### src/rtl/cavlc_pkg.sv
// Shared constants and types for the CAVLC coefficient reconstruction path.
//   MAX_COEFF     coefficients per block
//   LEVEL_W       signed level width (matches LPU LevelOut)
//   MAX_COEFF_AW  scan-position address width
//   level_t       signed level type
//   crec_state_e  reconstruction FSM states
package cavlc_pkg;
  localparam int MAX_COEFF    = 16;
  localparam int LEVEL_W      = 13;
  localparam int MAX_COEFF_AW = 4;

  typedef logic signed [LEVEL_W-1:0] level_t;

  typedef enum logic [1:0] {IDLE, COLLECT, PLACE, EMIT} crec_state_e;
endpackage

### src/rtl/level_buf.sv
// Level buffer: MAX_COEFF x LEVEL_W register file, one write and one
// combinational read port. Holds one block's levels, high frequency first.
//   Clk, nReset  clock / async active-low reset (contents cleared)
//   we/waddr/wdata  write port
//   raddr/rdata     read port
module level_buf import cavlc_pkg::*; (
  input  logic                    Clk,
  input  logic                    nReset,
  input  logic                    we,
  input  logic [MAX_COEFF_AW-1:0] waddr,
  input  level_t                  wdata,
  input  logic [MAX_COEFF_AW-1:0] raddr,
  output level_t                  rdata
);
  logic [MAX_COEFF-1:0][LEVEL_W-1:0] mem;

  always_ff @(posedge Clk or negedge nReset) begin
    if (!nReset)  mem <= '0;
    else if (we)  mem[waddr] <= wdata;
  end

  assign rdata = mem[raddr];
endmodule

### src/rtl/coeff_reconstruct.sv
// Coefficient reconstruction: buffers a block's levels, places each at its
// scan position using run_before values, then streams all MAX_COEFF
// coefficients (zeros included) in scan order over valid/ready.
//   Start/TotalCoeff/TotalZeros  block start and header
//   LevelIn/LevelWr              levels from the LPU
//   RunIn/RunValid/RunReady      run_before handshake
//   OutValid/OutReady/OutAddr/OutCoeff/OutLast  output stream
//   BlockDone  pulse after last beat; Busy  not idle; RunErr  sticky error
module coeff_reconstruct import cavlc_pkg::*; (
  input  logic               Clk,
  input  logic               nReset,
  input  logic               Start,
  input  logic [4:0]         TotalCoeff,
  input  logic [3:0]         TotalZeros,
  input  logic [LEVEL_W-1:0] LevelIn,
  input  logic               LevelWr,
  input  logic [3:0]         RunIn,
  input  logic               RunValid,
  output logic               RunReady,
  output logic               OutValid,
  input  logic               OutReady,
  output logic [3:0]         OutAddr,
  output logic [LEVEL_W-1:0] OutCoeff,
  output logic               OutLast,
  output logic               BlockDone,
  output logic               Busy,
  output logic               RunErr
);
  crec_state_e state, state_nxt;

  logic [4:0] tc, lvlcnt, idx, zleft;
  // Six bits so TC+TZ-1 cannot alias into range for malformed headers.
  logic [5:0] pos;
  logic [3:0] emitcnt;
  logic [MAX_COEFF-1:0][LEVEL_W-1:0] coeff;
  logic       blockdone_q, runerr_q;
  level_t     lvl_rd;

  logic       lvl_wr, collect_done, need_run, place_step, place_last, place_ok;
  logic       run_ovf, emit_acc, emit_last, start_err;
  logic [4:0] run_raw, run;
  logic [5:0] hdr_sum;

  assign lvl_wr       = (state == COLLECT) && LevelWr && (lvlcnt < tc) && !Start;
  assign collect_done = (lvlcnt == tc) || (lvl_wr && (lvlcnt + 5'd1 == tc));
  assign need_run     = (idx < tc - 5'd1) && (zleft != 5'd0);
  assign place_step   = (state == PLACE) && (!need_run || RunValid);
  assign place_last   = (idx == tc - 5'd1);
  assign place_ok     = (pos < 6'(MAX_COEFF)) && (idx < 5'(MAX_COEFF));
  assign run_raw      = need_run ? {1'b0, RunIn} : 5'd0;
  assign run_ovf      = run_raw > zleft;
  assign run          = run_ovf ? zleft : run_raw;
  assign emit_acc     = (state == EMIT) && OutReady;
  assign emit_last    = (emitcnt == 4'(MAX_COEFF-1));
  assign hdr_sum      = {1'b0, TotalCoeff} + {2'b0, TotalZeros};
  assign start_err    = (TotalCoeff > 5'(MAX_COEFF)) || (hdr_sum > 6'(MAX_COEFF));

  level_buf u_lvl (
    .Clk   (Clk),
    .nReset(nReset),
    .we    (lvl_wr && (lvlcnt < 5'(MAX_COEFF))),
    .waddr (lvlcnt[3:0]),
    .wdata (level_t'(LevelIn)),
    .raddr (idx[3:0]),
    .rdata (lvl_rd)
  );

  always_ff @(posedge Clk or negedge nReset) begin
    if (!nReset) state <= IDLE;
    else         state <= state_nxt;
  end

  always_comb begin
    state_nxt = state;
    if (Start) state_nxt = (TotalCoeff == 5'd0) ? EMIT : COLLECT;
    else begin
      case (state)
        COLLECT: if (collect_done)              state_nxt = PLACE;
        PLACE:   if (place_step && place_last)  state_nxt = EMIT;
        EMIT:    if (emit_acc && emit_last)     state_nxt = IDLE;
        default: state_nxt = state;
      endcase
    end
  end

  always_comb begin
    RunReady  = (state == PLACE) && need_run;
    OutValid  = (state == EMIT);
    OutAddr   = OutValid ? emitcnt : 4'd0;
    OutCoeff  = OutValid ? coeff[emitcnt] : '0;
    OutLast   = OutValid && emit_last;
    Busy      = (state != IDLE);
    BlockDone = blockdone_q;
    RunErr    = runerr_q;
  end

  always_ff @(posedge Clk or negedge nReset) begin
    if (!nReset) begin
      tc          <= '0;
      lvlcnt      <= '0;
      idx         <= '0;
      zleft       <= '0;
      pos         <= '0;
      emitcnt     <= '0;
      coeff       <= '0;
      blockdone_q <= 1'b0;
      runerr_q    <= 1'b0;
    end else begin
      blockdone_q <= 1'b0;
      if (Start) begin
        tc       <= TotalCoeff;
        lvlcnt   <= '0;
        idx      <= '0;
        zleft    <= {1'b0, TotalZeros};
        pos      <= hdr_sum - 6'd1;
        emitcnt  <= '0;
        coeff    <= '0;
        runerr_q <= start_err;
      end else begin
        if (lvl_wr) lvlcnt <= lvlcnt + 5'd1;
        if (place_step) begin
          if (place_ok) coeff[pos[3:0]] <= lvl_rd;
          if (run_ovf)  runerr_q <= 1'b1;
          zleft <= zleft - run;
          pos   <= pos - 6'd1 - {1'b0, run};
          idx   <= idx + 5'd1;
        end
        if (emit_acc) begin
          emitcnt <= emitcnt + 4'd1;
          if (emit_last) blockdone_q <= 1'b1;
        end
      end
    end
  end
endmodule

### config.mk
export PLATFORM = sky130hd
export DESIGN_NAME = coeff_reconstruct
export DESIGN_NICKNAME = d
export VERILOG_FILES = /design/src/rtl/cavlc_pkg.sv /design/src/rtl/level_buf.sv /design/src/rtl/coeff_reconstruct.sv
export SDC_FILE = /design/constraint.sdc
export NUM_CORES = 1
export LEC_CHECK = 0
export ABC_AREA = 1
export CORE_UTILIZATION = 30
export CTS_BUF_LIST = sky130_fd_sc_hd__clkbuf_8
export DETAILED_ROUTE_END_ITERATION = 10
export PLACE_DENSITY = 0.43
export SLEW_MARGIN = 10
export SYNTH_ARGS = -nofsm -noshare
export SYNTH_HDL_FRONTEND = slang
export SYNTH_SLANG_ARGS = --single-unit
### constraint.sdc
create_clock -name Clk -period 5.34 [get_ports Clk]
set_input_delay 1.068 -clock Clk [delete_from_list [all_inputs] [get_ports Clk]]
set_output_delay 1.068 -clock Clk [all_outputs]
set_load 0.05 [all_outputs]
==> results.txt, run 1 <==
Physical implementation

The combinational share of cell area is 39.1%. After global routing the overflow that remains totals 0. As logged by OpenROAD, the buffers inserted on ports number 54. The largest net degree at the start of global routing is 129. The total number of nets in the final design is 2860. The startpoint of the most critical register-to-register path is tc[0]$_DFFE_PN0P_. The initial antenna violation count is 1. Once detail routing completed, the nets flagged for antenna violations numbered 0. The biggest area contributor in the post-synthesis netlist is dfrtp_1. The summed instance area of the synthesized netlist is 0.0231 mm^2. The flip-flop cell with the highest count after synthesis is dfrtp_1. The mean number of vias per cell is 5.07.

The die is 279 um wide. The sequential cell area in the final layout is 0.0113 mm^2. In the CTS report, the clock slew at the register clock pins of the worst setup and hold paths is listed as 0.07 ns. The layout buffer count excluding clock buffers is 83. The number of buffers on the longest clock path is 3. The number of failing hold endpoints at the final stage is 0.

STA lists the endpoint of the worst register-to-register path as pos[4]$_DFFE_PN0N_. Listed in order, past its start point the critical path passes inv_2 -> buf_4 -> o21ai_0 -> o221ai_1 -> o211ai_1 -> a21oi_1 -> clkdlybuf4s50_1. When the netlist entered floorplanning its net count stood at 2897. Of all the cell area in the finished design, non-clock buffers hold 3.14%.

The number of maximum-capacitance constraint violations is 0. The detailed router used layers up to and including met4. The area share of the largest cell type after synthesis is 48.8%.

Per the final report, the share of cell area in clock cells is 7.27%. The transition at the pin with the smallest max-transition slack is 1.21 ns. The most common logic cells in the final layout are 769 x nand2_1, 446 x dfrtp_1, 296 x o21ai_0. The number of hold-repair buffers added at the cts stage is 0.

For met3 alone, demand over resource in global routing was 3.02%. The largest cell class by area is flip-flops and latches. Once detailed placement completed, the half-perimeter wirelength came to 44700 um. The post-synthesis to final-layout area growth is 12.3%. The minimum setup slack after placement is 0.810 ns. The number of diodes added for antenna fixing is 2. The detailed-route wire length is 75400 um.

The later pin in the worst-skew pair is clocked with a latency of 0.74 ns. The reg2reg setup slack is 0.72 ns. Global routing used 19.5% of the available tracks across all layers.

For this block, the via count after detailed routing is 19.7k. The number of iterations in the first detailed-routing pass is 5. The effective utilization at floorplan is 30.4%. The met1 track utilization from global routing is 26.9%. The setup fix buffers added after clock tree synthesis is 0. The count of cells along the worst register-to-register path is 31.

In the power breakdown, the internal column shows 6360 uW. The chip area from the yosys synthesis statistics is 0.0231 mm^2. Summing over the stages, the warning tally comes to 37. The flow ran to the end, and the final reports show no timing, DRC or antenna violations. For this run, the final setup violation count is recorded as 0. The largest clock skew in the final design is 0.0790 ns. The analysis attributes to cell leakage a power of 0.0124 uW. The critical path's slowest stage uses the library cell clkdlybuf4s50_1. In this run, the synthesized area fraction spent on AND-OR/OR-AND gates is recorded as 16.0%. The area fraction in xor and xnor cells is 0.379%. The most common logic cell in the final layout is nand2_1.
Fig. 1: run 1, M4 wires
Scale: 1.5 px per um. Supply wires on this layer in grey.
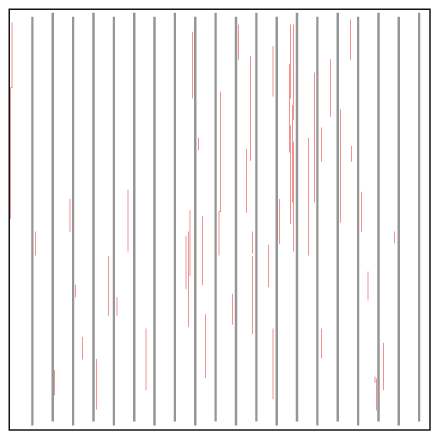
share of all routed wire	2.6%
nets with wire on the layer	26
longest straight run	87.3 um
main direction	vertical

Fig. 2: run 1, cell outlines without signal wires
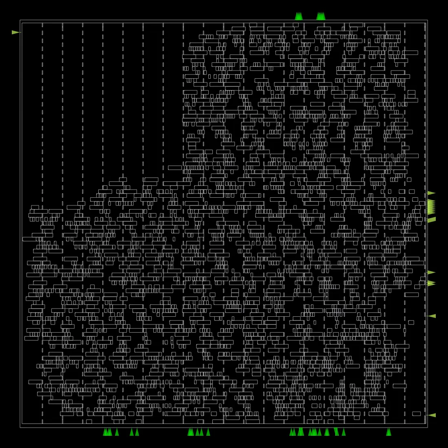
Final Instance Count excl. Fillers: 3889
Final Core Density: 34.1%

Fig. 3: run 1, the metal 1 layer
Scale: 1.5 px per um. Supply wires on this layer in grey.
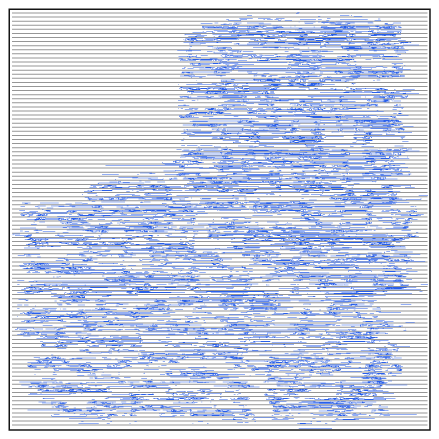
wire length on this layer	34.7 mm
main direction	horizontal

Fig. 4: run 1, the metal 2 layer
Scale: 1 px per um.
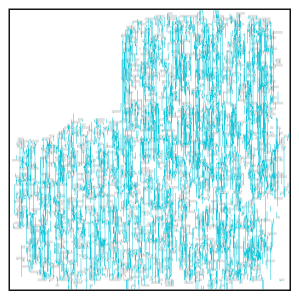

==> inputs of run 2 (changes only) <==
==> constraint.sdc (replaced) <==
create_clock -name Clk -period 5.34 [get_ports Clk]
set_input_delay 1.068 -clock Clk [delete_from_list [all_inputs] [get_ports Clk]]
set_output_delay 1.068 -clock Clk [all_outputs]
set_load 0.01 [all_outputs]
Fig. 5: run 2, the metal 2 layer
Scale: 1 px per um.
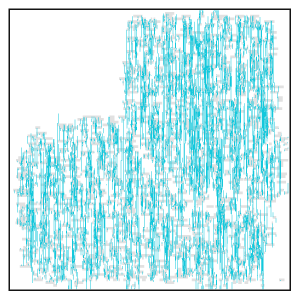
share of all routed wire	47%
wire length on this layer	35.0 mm
final wirelength: 74300 um
met2 track demand over resource: 31.6%
via count: 19.6k

==> run 2 against run 1 <==
Against the previous run: final area down 0.43%; global-route usage shrank 0.24 points; non-clock buffer count increased by 6; power shrank 3.4%; critical path depth stayed put; worst hold slack gained 0.037 ns; highest routed layer unchanged; sequential cell count is the same; clock-buffer cell count shrank 8; first-iteration DRC count fell by 15%.
==> results.txt, run 2 <==
Physical implementation

The number of maximum-capacitance constraint violations is 0 (unchanged). The area share of the largest cell type after synthesis is 48.8% (unchanged). The total half-perimeter wirelength after legalization and detailed placement is 45400 um (+1.5%).

The non-clock buffering overhead in the final layout came to 3.37% (+0.24 points). The post-layout utilization of the core is 34.0% (-0.15 points). The complex-gate fraction of the synthesized area is 16.0% (unchanged). The flow ran to the end, and the final reports show no timing, DRC or antenna violations.

Per STA, the worst path is made up of inv_2 -> buf_12 -> o21ai_0 -> o221ai_1 -> nand3_1 -> a21oi_1 -> clkdlybuf4s50_1. The initial antenna violation count is 1 (unchanged). The library cell used most frequently in the layout, excluding fill and tap cells, is nand2_1. After detailed routing, no signal wire sits above met4. The setup fix buffers added after clock tree synthesis is 0 (unchanged).

The total routing usage reported by global routing is 19.3% (-0.24 points). The total number of nets in the final design was 2867 (+0.24%). The total of buffers placed on input and output ports is 54 (unchanged). The startpoint of the most critical register-to-register path is tc[1]$_DFFE_PN0P_. Leaving out fill and tap cells, the most frequent cells in the layout are 769 x nand2_1, 446 x dfrtp_1, 296 x o21ai_0. The effective utilization at floorplan came to 30.4% (unchanged). The critical path is of the reg -> out type. The summed instance area of the synthesized netlist is 0.0231 mm^2 (unchanged).

The clock-pin transition on the worst setup and hold timing paths is 0.06 ns (about the same). The end of the worst register-to-register path is pos[4]$_DFFE_PN0N_. The post-layout instance count excluding filler cells is 3884 (-0.13%). The number of nets at floorplan was 2897 (unchanged). The largest net degree at the start of global routing is 111 (-14%). The largest clock skew in the final design is 0.0460 ns (-0.0330 ns). The transition at the pin with the smallest max-transition slack is 1.23 ns (+0.0257 ns).

The clock latency on the worst-skew pair is 0.70 ns (-0.04 ns). The sequential cell area in the final layout is 0.0113 mm^2 (unchanged). In the final layout, flip-flops and latches take up 43.6% of the cell area. The first-pass GRT wire length is 118000 um.

The number of setup violations in the final report is 0 (unchanged). The chip area from the yosys synthesis statistics came to 0.0231 mm^2 (unchanged). The number of iterations in the first detailed-routing pass is 5 (unchanged). The number of failing hold endpoints at the final stage came to 0 (unchanged). The path length in cells of the critical path is 7. The number of diodes added for antenna fixing is 1 (-1). The combinational share of cell area is 39.3% (+0.16 points). Per the STA report, the cell with the highest stage delay on the worst path is dfrtp_4. The time the worst path needs with I/O delays and setup is 4.82 ns. The layout buffer count excluding clock buffers is 89 (+7.2%). The fraction of layout cells with a size suffix above 1 is 8.66%. Of the synthesized area, sequential elements account for 48.8%.

The share of power burned in combinational logic is 28.9%. The layout has 8071 filler cells. The yosys stat cell total is 2822. The number of hold-repair buffers added at the cts stage is 0 (unchanged).

The internal power consumption was 6220 uW (-2.2%). The total sequential power is 3770 uW. The number of buffers on the longest clock path is 3 (unchanged). The post-synth register bit count is 450.

The synthesis report names the predominant flop master as dfrtp_1. The final antenna-violating net count is 0 (unchanged). The number of warnings in the stage logs is 35 (-5.4%). The sum of negative setup slack is 0 ns.

The mean number of vias per cell is 5.05 (-0.35%). The met3 layer usage reported by global route is 2.87% (-0.15 points). The count of cells along the worst register-to-register path is 29 (-6.5%). The die outline width came to 279 um (unchanged). The CTS buffer count is 89.

The reg2reg setup slack came to 0.74 ns (+0.02 ns). The top cell family by delay on the critical path is buffers and inverters. The remaining global-route overflow is 0 (unchanged). The clock distribution area overhead in the final layout was 6.67% (-0.60 points). Per the area breakdown, the dominant cell category is flip-flops and latches. Global route summary, busiest routing layer listed as met2. Sorting the Yosys area breakdown by cell type puts at the top dfrtp_1.

Combinational cells consume a total of 2920 uW. The leakage power is 0.0124 uW (-0.40%). The count of clock tree sinks is 450. The area fraction in xor and xnor cells came to 0.379% (unchanged). In this run the layout overhead on the synthesized area is reported as 11.8%. The met1 track utilization from global routing is 26.1% (-0.78 points).

The minimum setup slack after placement came to 0.799 ns (-0.0111 ns). The layout report lists the multi-input gate area as 0.0101 mm^2. The post-synthesis cell count is 2822.
Power figures rest on the tool's default switching activity, not on a simulated workload.
